### The metal 1 layer, run 1

Scale bar: 50 microns. Cells faint in the background.
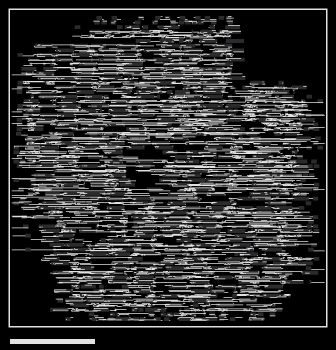
### Metal 2, run 1

Cells faint in the background.
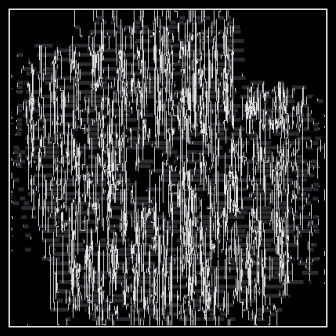
### Metal 3, run 1

Scale bar: 50 microns. Cells faint in the background.
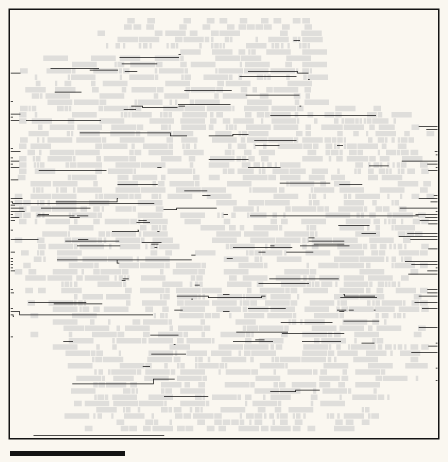
Design fetch_decode_queue, sky130hd; sources not shown.
==> Changelog: implementation, run 1 <==
### Changed

- Final Max-Slew Violation Tally: 36
- Combinational Power Share: 0.368
- Hold Path Stages: 2
- Failing checks: capacitance limit, slew limit
- Post-synthesis cell type count: 42
- Main logic family: AND-OR/OR-AND gates
- Routed wl met3: 1920 microns
- Simple Share, Synth: 0.0974
- Num CTS Buffers: 36
- Pleak: 5.83 nW
- Syn_nets: 1069
- Placed Area: 0.0154 sq mm
- Status: finished with violations
- Log Warnings: 31
- MaxCap Viol Count: 1
- DIE AREA: 0.0344 sq mm
- Pwr Total: 14.1 mW
- Sink Count: 329
- Sequential group share of total power: 0.368
- Worst R2R Setup Slack: 0.44 ns
- Register area: 0.00951 sq mm
- Final Util: 0.508
- Clock group: 3.71 mW
- Seq cells post-synth: 329
- Switch Pwr: 4.80 mW
- Ys cells: 993
- Top Usage Layer GRT: met2
- Final TNS setup: 0 ns
- Post-Route Skew: 0.0167 ns
- Least-Margin Pin Slew: 2.58 ns
- Hold Crit Class: flip-flop to flip-flop
- Combinational gate power: 5.18 mW
- Crit Path Max Fanout: 19
- # nets final: 1204
- Final WS setup: 0.441 ns
- CP required: 3.92 ns
- Cells after synthesis: 993
- Setup WS pre-CTS: 0.306 ns
Notes on 'The metal 1 layer' above:
main direction: horizontal
nets with wire on the layer: 1079
vias: 8749
total routed wirelength: 33400 microns
M1 GR Usage: 0.278

Notes on 'Metal 2' above:
wire length on this layer: 15900 microns
share of all routed wire: 48%
main direction: vertical
met2 Track Usage GR: 0.317

Notes on 'Metal 3' above:
nets with wire on the layer: 126
wire length on this layer: 1920 microns
main direction: horizontal
met3 Resource Use GR: 0.0323

[run 1: worst max-delay path: stages (launching register included)]
cell     delay, ns
dfrtp_1       0.42
inv_1         0.13
ha_1          0.24
nor2b_1       0.43
nor4b_1       0.11
buf_4         0.19
or3_4         0.49
inv_4         0.16
buf_12        0.19
a21oi_1       0.09
a211o_1       0.31
a31oi_1       0.20
[run 1: repair_timing]
action                                  CTS  global route
pin swaps                                 2             2
resized                                   2             5
gates cloned                              2             1
endpoints found under the setup margin   48            62
buffers inserted                          0             4
[run 1: layout make-up]
type / instances / share of cell area
antenna: 1 / 0.000151
sequential: 329 / 0.572
clock inverter: 16 / 0.00798
timing repair buffer: 171 / 0.111
multi-input combinational: 579 / 0.211
tap: 442 / 0.0333
inverter: 11 / 0.00263
clock buffer: 50 / 0.0616
### Sequential cells coloured by netlist name, run 1

Other sequential cells in the stronger grey, the rest of the logic in the fainter grey.
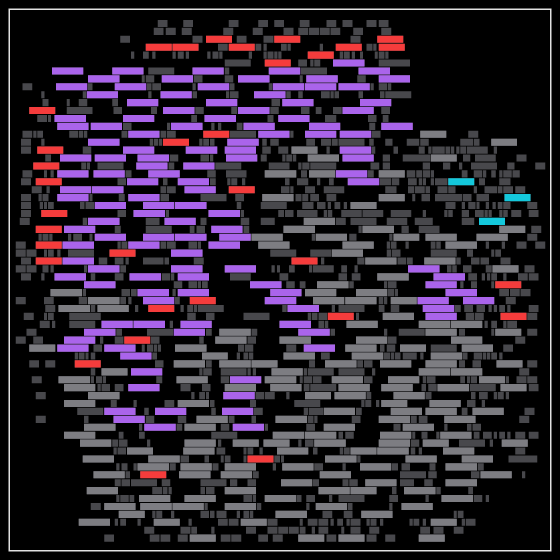

==> run 2, diff against run 1 <==
--- a/config.mk
+++ b/config.mk
@@ -6,10 +6,8 @@
 export NUM_CORES = 1
 export LEC_CHECK = 0
 export CAP_MARGIN = 20
-export CORE_MARGIN = 1.5
 export CORE_UTILIZATION = 40
 export DETAILED_ROUTE_END_ITERATION = 10
-export GPL_TIMING_DRIVEN = 1
 export PLACE_DENSITY = 0.59
 export RECOVER_POWER = 100
 export SETUP_SLACK_MARGIN = 0.5
### Sequential cells coloured by netlist name, run 2

Other sequential cells in the stronger grey, the rest of the logic in the fainter grey.
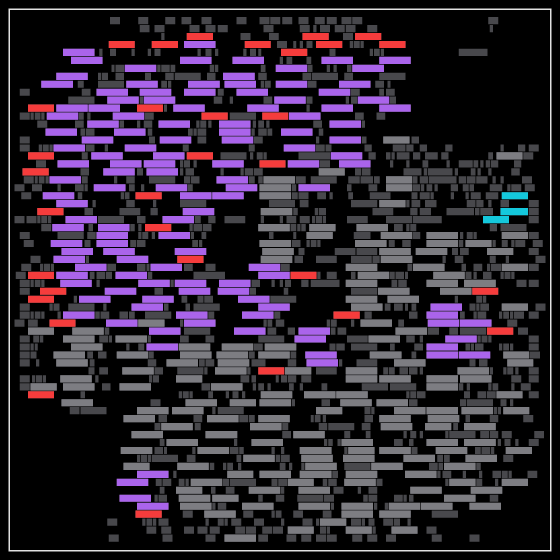
[count_o] cyan | flops: 3
[d_insn_o] red | flops: 32
[insn_mem] purple | flops: 128
Seq power: 5.17 mW
Final Util: 0.510
register area: 0.00952 sq mm
Seq area share: 0.572

==> run 2 against run 1 <==
Hold slack lost 0.0026 ns. Clock skew is 0.0011 ns lower. The flow still finishes with violations (capacitance limit, slew limit). Largest power group unchanged. Critical path depth fell by 1. Sequential share of layout area is essentially flat. First-iteration DRC count fell by 2.0%. Combinational power up 2%. Final cell count about the same. Synthesized area unchanged. Non-clock buffer count is 2 higher.
==> Changelog: implementation, run 2 <==
### Changed

- Hold Crit Class: flip-flop to flip-flop (unchanged)
- Switch Pwr: 4.80 mW (about the same)
- Final Max-Slew Violation Tally: 23 (was 36)
- Ant. Diodes: 1 (unchanged)
- MaxCap Viol Count: 1 (unchanged)
- Log Warnings: 32 (was 31)
- Combinational gate power: 5.28 mW (was 5.18 mW)
- Post-cts resize count: 4 (was 2)
- CP cell instances: inv_1 > ha_1 > nor2b_4 > buf_4 > nor3_1 > a22oi_1 > o221ai_4 > buf_12 > nor2_1 > a31oi_1 (was inv_1 > ha_1 > nor2b_1 > nor4b_1 > buf_4 > or3_4 > inv_4 > buf_12 > a21oi_1 > a211o_1 > a31oi_1)
- CP max-delay cell: nor3_1 (was or3_4)
- Failing checks: capacitance limit, slew limit (unchanged)
- DIE AREA: 0.0340 sq mm (was 0.0344 sq mm)
- Num CTS Buffers: 36 (unchanged)
- Cells after synthesis: 993 (unchanged)
- Setup Buffers After CTS: 1 (was 0)
- Post-Route Skew: 0.0156 ns (was 0.0167 ns)
- Combinational Power Share: 0.374 (was 0.368)
- Sequential group share of total power: 0.367 (was 0.368)
- Status: finished with violations (unchanged)
- Post-synthesis cell type count: 42 (unchanged)
- Syn_nets: 1069 (unchanged)
- Final WS setup: 0.525 ns (was 0.441 ns)
- Pwr Total: 14.1 mW (about the same)
- Non-CTS inverters: 11 (unchanged)
- Placed Area: 0.0154 sq mm (about the same)
### Metal 2, run 2

Cells faint in the background.
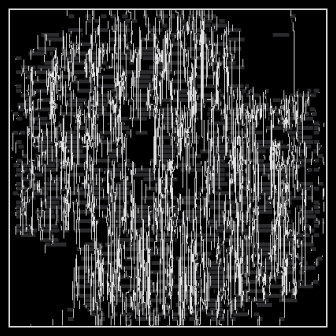
main direction: vertical
nets with wire on the layer: 932
longest straight run: 83.3 microns
wire length on this layer: 16000 microns
share of all routed wire: 48%
met2 Track Usage GR: 0.319
vias: 8712
total routed wirelength: 33100 microns

-- run 2: logic make-up after synthesis --
family | count (synthesis)
flip-flops | 329
buffers and inverters | 87
AND/OR/NAND/NOR | 288
other | 1
multiplexers | 2
XOR/XNOR | 3
adder cells (fa/ha/maj) | 7
AND-OR/OR-AND | 276
-- run 2: layer usage --
layer | global-route usage | wire length, microns | vias up
met1 | 0.272 | 14500 | 4304
met5 | 0 | 0 | -
met2 | 0.319 | 16000 | 309
met3 | 0.0292 | 2040 | 46
met4 | 0.0587 | 574 | 0
li1 | - | - | 4053
-- run 2: critical path: cells and delay by family, from the launching register on --
family	cells	cell delay, ns
buffers and inverters	3	0.58
flip-flops	1	0.43
AND-OR/OR-AND	3	0.80
adder cells (fa/ha/maj)	1	0.28
AND/OR/NAND/NOR	3	0.78
Power figures rest on the tool's default switching activity, not on a simulated workload.
